[config.mk]
export PLATFORM = sky130hd
export DESIGN_NAME = useq_ctrl
export DESIGN_NICKNAME = d
export VERILOG_FILES = /design/src/rtl/cpu_pkg.sv /design/src/rtl/useq_stack.sv /design/src/rtl/useq_ctrl.sv
export SDC_FILE = /design/constraint.sdc
export NUM_CORES = 1
export LEC_CHECK = 0
export CORE_ASPECT_RATIO = 1.2
export CORE_MARGIN = 3
export CORE_UTILIZATION = 55
export CTS_CLUSTER_DIAMETER = 80
export DETAILED_ROUTE_END_ITERATION = 8
export DONT_BUFFER_PORTS = 1
export GPL_TIMING_DRIVEN = 0
export PLACE_DENSITY = 0.71
export SETUP_SLACK_MARGIN = 0.3
export SLEW_MARGIN = 20
export SYNTH_ARGS = -nofsm -noshare
export SYNTH_HDL_FRONTEND = slang
export SYNTH_SLANG_ARGS = --single-unit
[constraint.sdc]
create_clock -name clock -period 3.02 [get_ports clock]
set_clock_uncertainty 0.15 [all_clocks]
set_input_delay 0.453 -clock clock [delete_from_list [all_inputs] [get_ports clock]]
set_output_delay 0.453 -clock clock [all_outputs]
set_load 0.1 [all_outputs]
[src/rtl/cpu_pkg.sv]
// Shared definitions for the microprogrammed CPU: microword layout,
// branch-select encoding, sequencer state encoding and field widths.
package cpu_pkg;

  localparam int UPC_W   = 8;
  localparam int BRSEL_W = 3;
  localparam int CTRL_W  = 11;
  localparam int OPC_W   = 6;
  localparam int MWORD_W = UPC_W + BRSEL_W + CTRL_W;

  // Next-address decision carried in every microword.
  typedef enum logic [BRSEL_W-1:0] {
    BR_SEQ   = 3'd0,  // upc + 1
    BR_JMP   = 3'd1,  // next_addr
    BR_MAP   = 3'd2,  // mapping ROM dispatch
    BR_JZ    = 3'd3,  // cond_z ? next_addr : upc + 1
    BR_CALL  = 3'd4,  // push upc + 1, goto next_addr
    BR_RET   = 3'd5,  // pop into upc
    BR_WAIT  = 3'd6,  // hold until ext_rdy, then upc + 1
    BR_FETCH = 3'd7   // opcode handshake, then goto next_addr
  } br_sel_e;

  // Sequencer states; the top keeps legacy localparam copies of these codes.
  typedef enum logic [1:0] {
    US_IDLE  = 2'd0,
    US_RUN   = 2'd1,
    US_STALL = 2'd2,
    US_FAULT = 2'd3
  } useq_state_e;

  // Microword layout, MSB to LSB.
  typedef struct packed {
    logic [UPC_W-1:0]  next_addr;
    br_sel_e           br_sel;
    logic [CTRL_W-1:0] ctrl;
  } MPROM_ENCODE;

  // Reinterpret a raw ROM word as a structured microword.
  function automatic MPROM_ENCODE decode_mword(input logic [MWORD_W-1:0] raw);
    return MPROM_ENCODE'(raw);
  endfunction

endpackage

[src/rtl/useq_stack.sv]
// Return-address LIFO for microcode CALL/RET. The pointer counts stored
// entries (0..DEPTH); the top entry is always readable on dout.
module useq_stack #(
  parameter int DEPTH = 4,
  parameter int WIDTH = 8
) (
  input  logic             clock,
  input  logic             reset_n,
  input  logic             push,
  input  logic             pop,
  input  logic [WIDTH-1:0] din,
  output logic [WIDTH-1:0] dout,
  output logic             full,
  output logic             empty
);

  localparam int PW = $clog2(DEPTH);

  logic [WIDTH-1:0] mem [DEPTH];
  logic [PW:0]      ptr;
  logic [PW-1:0]    wr_idx;
  logic [PW-1:0]    top_idx;

  assign full    = (ptr == (PW+1)'(DEPTH));
  assign empty   = (ptr == '0);
  assign wr_idx  = ptr[PW-1:0];
  // When full the low pointer bits wrap to 0, so top_idx lands on DEPTH-1.
  assign top_idx = ptr[PW-1:0] - PW'(1);
  assign dout    = mem[top_idx];

  // Entry count: grows on push, shrinks on pop; overflow/underflow refused.
  always_ff @(posedge clock or negedge reset_n) begin
    // NOTE: sequential state uses non-blocking assignments so every register
    // samples the pre-edge values, independent of block ordering.
    if (!reset_n) begin
      ptr <= '0;
    end else if (push && !full) begin
      ptr <= ptr + (PW+1)'(1);
    end else if (pop && !empty) begin
      ptr <= ptr - (PW+1)'(1);
    end
  end

  // Storage write on push.
  always_ff @(posedge clock) begin
    // NOTE: the storage array has no reset; the pointer alone defines which
    // entries are meaningful, and leaving the array unreset keeps it as plain RAM.
    if (push && !full) begin
      mem[wr_idx] <= din;
    end
  end

endmodule

[src/rtl/useq_ctrl.sv]
// Microprogram sequencer: owns the micro-PC, addresses the microprogram and
// mapping ROMs, decodes each microword into a next-address decision and a
// gated control word, and handles opcode fetch, call/return and wait stalls.
module useq_ctrl
  import cpu_pkg::*;
#(
  parameter int               STACK_DEPTH = 4,
  parameter logic [UPC_W-1:0] UPC_RESET   = 8'h00
) (
  input  logic                clock,
  input  logic                reset_n,
  input  logic                instr_valid,
  output logic                instr_ready,
  input  logic [OPC_W-1:0]    opcode,
  input  logic                cond_z,
  input  logic                ext_rdy,
  output logic [UPC_W-1:0]    mprom_addr,
  input  logic [MWORD_W-1:0]  mprom_dout,
  input  logic                mprom_err,
  output logic [OPC_W-1:0]    map_addr,
  input  logic [UPC_W-1:0]    map_dout,
  input  logic                map_err,
  output logic [CTRL_W-1:0]   ctrl,
  output logic                busy,
  output logic                fault
);

  localparam logic [1:0] S_IDLE  = 2'(US_IDLE);
  localparam logic [1:0] S_RUN   = 2'(US_RUN);
  localparam logic [1:0] S_STALL = 2'(US_STALL);
  localparam logic [1:0] S_FAULT = 2'(US_FAULT);

  logic [1:0]       state, state_nx;
  logic [UPC_W-1:0] upc, upc_nx, upc_inc;
  logic [OPC_W-1:0] opc_q;
  MPROM_ENCODE      mw;
  logic             active;
  logic             xfer;

  logic             stk_push, stk_pop;
  logic             stk_full, stk_empty;
  logic [UPC_W-1:0] stk_dout;

  assign mw      = decode_mword(mprom_dout);
  assign upc_inc = upc + UPC_W'(1);  // wraps FF -> 00 by construction
  assign active  = (state == S_RUN) || (state == S_STALL);

  // A FETCH microword offers the handshake while it is current, unless the
  // ROM flags that very word as bad (the sequencer is about to fault).
  assign instr_ready = active && (mw.br_sel == BR_FETCH) && !mprom_err;
  assign xfer        = instr_ready && instr_valid;

  assign mprom_addr = upc;
  assign map_addr   = opc_q;
  assign ctrl       = (state == S_RUN) ? mw.ctrl : '0;
  assign busy       = (state != S_IDLE);
  assign fault      = (state == S_FAULT);

  useq_stack #(
    .DEPTH (STACK_DEPTH),
    .WIDTH (UPC_W)
  ) u_stack (
    .clock   (clock),
    .reset_n (reset_n),
    .push    (stk_push),
    .pop     (stk_pop),
    .din     (upc_inc),
    .dout    (stk_dout),
    .full    (stk_full),
    .empty   (stk_empty)
  );

  // Next-state and next-address decision from the current microword.
  always_comb begin
    // NOTE: every output of this block is defaulted first so no path can
    // leave one unassigned and infer a latch.
    state_nx = state;
    upc_nx   = upc;
    stk_push = 1'b0;
    stk_pop  = 1'b0;

    case (state)
      S_IDLE: state_nx = S_RUN;

      S_RUN, S_STALL: begin
        if (mprom_err) begin
          state_nx = S_FAULT;
        end else begin
          // STALL is only ever entered on WAIT or FETCH with upc held, so the
          // same microword is re-evaluated each stalled cycle.
          case (mw.br_sel)
            BR_SEQ: begin
              upc_nx   = upc_inc;
              state_nx = S_RUN;
            end
            BR_JMP: begin
              upc_nx   = mw.next_addr;
              state_nx = S_RUN;
            end
            BR_MAP: begin
              if (map_err) begin
                state_nx = S_FAULT;
              end else begin
                upc_nx   = map_dout;
                state_nx = S_RUN;
              end
            end
            BR_JZ: begin
              upc_nx   = cond_z ? mw.next_addr : upc_inc;
              state_nx = S_RUN;
            end
            BR_CALL: begin
              if (stk_full) begin
                state_nx = S_FAULT;
              end else begin
                stk_push = 1'b1;
                upc_nx   = mw.next_addr;
                state_nx = S_RUN;
              end
            end
            BR_RET: begin
              if (stk_empty) begin
                state_nx = S_FAULT;
              end else begin
                stk_pop  = 1'b1;
                upc_nx   = stk_dout;
                state_nx = S_RUN;
              end
            end
            BR_WAIT: begin
              if (ext_rdy) begin
                upc_nx   = upc_inc;
                state_nx = S_RUN;
              end else begin
                state_nx = S_STALL;
              end
            end
            BR_FETCH: begin
              if (instr_valid) begin
                upc_nx   = mw.next_addr;
                state_nx = S_RUN;
              end else begin
                state_nx = S_STALL;
              end
            end
          endcase
        end
      end

      // FAULT holds everything until reset_n.
      default: ;
    endcase
  end

  // State and micro-PC registers.
  always_ff @(posedge clock or negedge reset_n) begin
    if (!reset_n) begin
      state <= S_IDLE;
      upc   <= UPC_RESET;
    end else begin
      state <= state_nx;
      upc   <= upc_nx;
    end
  end

  // Opcode latch feeding the mapping ROM, loaded on each accepted transfer.
  always_ff @(posedge clock or negedge reset_n) begin
    if (!reset_n) begin
      opc_q <= '0;
    end else if (xfer) begin
      opc_q <= opcode;
    end
  end

endmodule

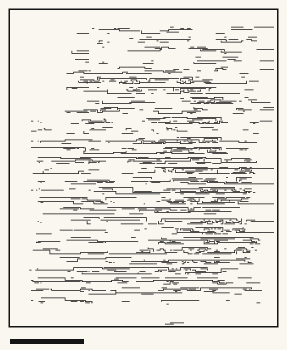
met1.png
Scale bar: 20 µm.
- wire length on this layer: 2,720 µm
- main direction: horizontal
- nets with wire on the layer: 279
- share of all routed wire: 41%
- longest straight run: 21.8 µm
drt total wl: 6.66 mm
global-route track usage on met1: 0.298
via count: 2,078

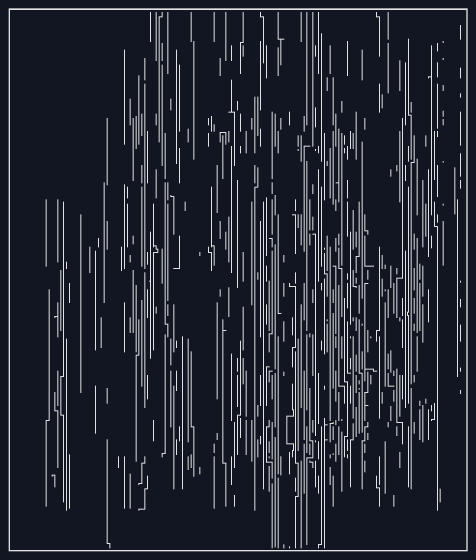
met2.png
- share of all routed wire: 50%
- longest straight run: 51.3 µm
- wire length on this layer: 3,320 µm
grt met2 use: 0.370

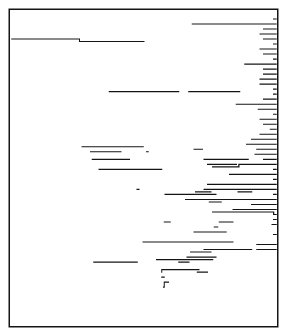
met3.png
- wire length on this layer: 558 µm
- longest straight run: 24.6 µm
- share of all routed wire: 8.4%
- nets with wire on the layer: 67
met3 Use GR: 0.0539

layer usage:
layer  part of all wire  GRT usage  vias to the layer above
met5                  0          0                        -
met4             0.0098     0.0772                        0
met3              0.084     0.0539                        6
met2               0.50      0.370                      104
met1               0.41      0.298                      997
li1                   -          -                      971
timing repair:
action | in CTS | in global routing
hold endpoints to repair | 19 | 0
setup buffers | 0 | 5
resized | 4 | 8
pin swaps | 0 | 2
endpoints found under the setup margin | 11 | 10
hold buffers | 1 | 0
cells by family (layout without fill, tap and decap cells):
| group | after synthesis | in the layout |
|---|---|---|
| adder cells (fa/ha/maj) | 10 | 10 |
| buffers and inverters | 23 | 37 |
| AND-OR/OR-AND | 51 | 51 |
| flip-flops | 51 | 51 |
| AND/OR/NAND/NOR | 83 | 83 |
| XOR/XNOR | 10 | 10 |
| multiplexers | 25 | 25 |
critical path, stage by stage, from the launching register on:
cell	delay [ns]
dfrtp_1	0.42
inv_1	0.09
ha_1	0.15
clkbuf_1	0.22
and2_1	0.82
cell usage in the layout, fill, tap and decap left out, types with 3 or more instances in the layout:
master | Yosys | final
nand3_1 | 7 | 7
dfrtp_1 | 19 | 16
nor2b_1 | 6 | 5
and2_1 | 16 | 16
nand2_1 | 17 | 17
edfxtp_1 | 32 | 32
clkbuf_8 | 0 | 5
dfrtp_2 | 0 | 3
inv_1 | 10 | 9
a22oi_1 | 4 | 4
o21ai_0 | 10 | 10
mux2_2 | 14 | 14
mux4_1 | 3 | 3
nor3_1 | 4 | 4
ha_1 | 10 | 10
xnor2_1 | 8 | 8
buf_4 | 1 | 6
a21oi_1 | 9 | 9
nor2_1 | 15 | 14
mux2i_1 | 6 | 6
buf_2 | 8 | 7
nand2b_1 | 4 | 4
final cells by class:
type                            instances  share of cell area
Multi-Input combinational cell        179               0.440
Timing Repair Buffer                    6              0.0149
Buffer                                 13              0.0279
Tap cell                               60              0.0236
Sequential cell                        51               0.452
Clock inverter                          3             0.00707
Inverter                               10              0.0130
Clock buffer                            5              0.0216
synthesized netlist by cell type, drive strengths merged, types with 8 or more instances:
library cell | instances | area, µm²
edfxtp | 32 | 961
dfrtp | 19 | 475
nand2 | 17 | 63.8
and2 | 16 | 100
nor2 | 15 | 56.3
mux2 | 14 | 158
o21ai | 11 | 55.1
buf | 10 | 58.8
ha | 10 | 125
inv | 10 | 37.5
a21oi | 9 | 45.0
nand3 | 8 | 45.0
xnor2 | 8 | 70.1
registers in the layout (all words and copies together), names as in the netlist:
| signal | flops |
|---|---|
| state | 2 |
| u_stack.mem | 32 |
| u_stack.ptr | 3 |
| map_addr | 6 |
| mprom_addr | 8 |
power breakdown:
| part | total, mW | internal [mW] | switching, mW |
|---|---|---|---|
| Sequential | 1.79 | 0.951 | 0.843 |
| Combinational | 1.43 | 0.517 | 0.917 |
| Clock | 0.403 | 0.168 | 0.235 |
| Total | 3.63 | 1.64 | 2.00 |
final timing paths:
path / from / endpoint / cells after the start
max: state[1] / ctrl[6] / 4
min: opcode[0] / map_addr[0] / 1
max reg2reg: u_stack.ptr[0] / mprom_addr[7] / 9
min reg2reg: state[1] / state[1] / 1
max in group asynchronous: reset_n / u_stack.ptr[0] / 1
min in group asynchronous: reset_n / mprom_addr[7] / 1
==> flow_summary_export.csv <==
group,metric,value,unit
die,die_area,6210,µm²
die,core_area,5010,µm²
clocking,clkSinkCount,51,
timing,period_minus_slack,2.60,ns
placed_design,io_buffers,0,
route,drcViolationCount,0,
cells_and_area,layout-drive-gt1-share,0.187,
clocking,clk_latency,0.30,ns
route,drt_iter0_drc,208,
yosys,edf_count,32,
die,ios,71,
flow_run,warnings,34,
timing,slew_headroom,0.278,
timing,finalSetupViolations,0,
flow_run,cap_viol_max_count,0,
yosys,ys_types,58,
yosys,synthCells,253,
timing,whs,0.141,ns
timing,fin_crit_sh,0.862,
yosys,ys_chip_area,2910,µm²
timing,rsz0062_at_grt,"yes",
clocking,cts_max_level,2,
run_status,outcome,"finished, final reports clean",
yosys,async_reset_ff_frac,0.373,
die,dieWidth,72.4,µm
placed_design,dp.cells,313,
yosys,syn-cell-area,2910,µm²
yosys,synth_seq_share,0.493,
yosys,syn_area_per_cell,11.5,µm²
die,rows,28,
yosys,synthXorXnorAreaFrac,0.0301,
die,initial_utilization,0.582,
yosys,ys_warn_count,0,
global_route,grt_usage,0.227,
clocking,clkTransAtPathRegs,0.09,ns
route,ant_nets,0,
setup_path,crit_path_max_fanout,10,
yosys,ys_sh_aoi,0.128,
placed_design,gp_congestion,0.909,
power_and_ir_drop,powerDensity,1140,nW/µm²
global_route,grt_pass1_wl,10.6,mm
placed_design,place_area,3000,µm²
cells_and_area,logic_area,1400,µm²
clocking,numCtsBuffers,5,
cells_and_area,finalInstanceArea,3190,µm²
timing,fin_setup_tns,0,ns
hold_path,hold_path.class,"in2reg",
timing,hold_viol_final,0,
route,avgRoutedWirePerCell,20.4,µm
placed_design,post-dp-hpwl,4.90,mm
cells_and_area,fin_nets,319,
Power is estimated from default activity; no workload was simulated.
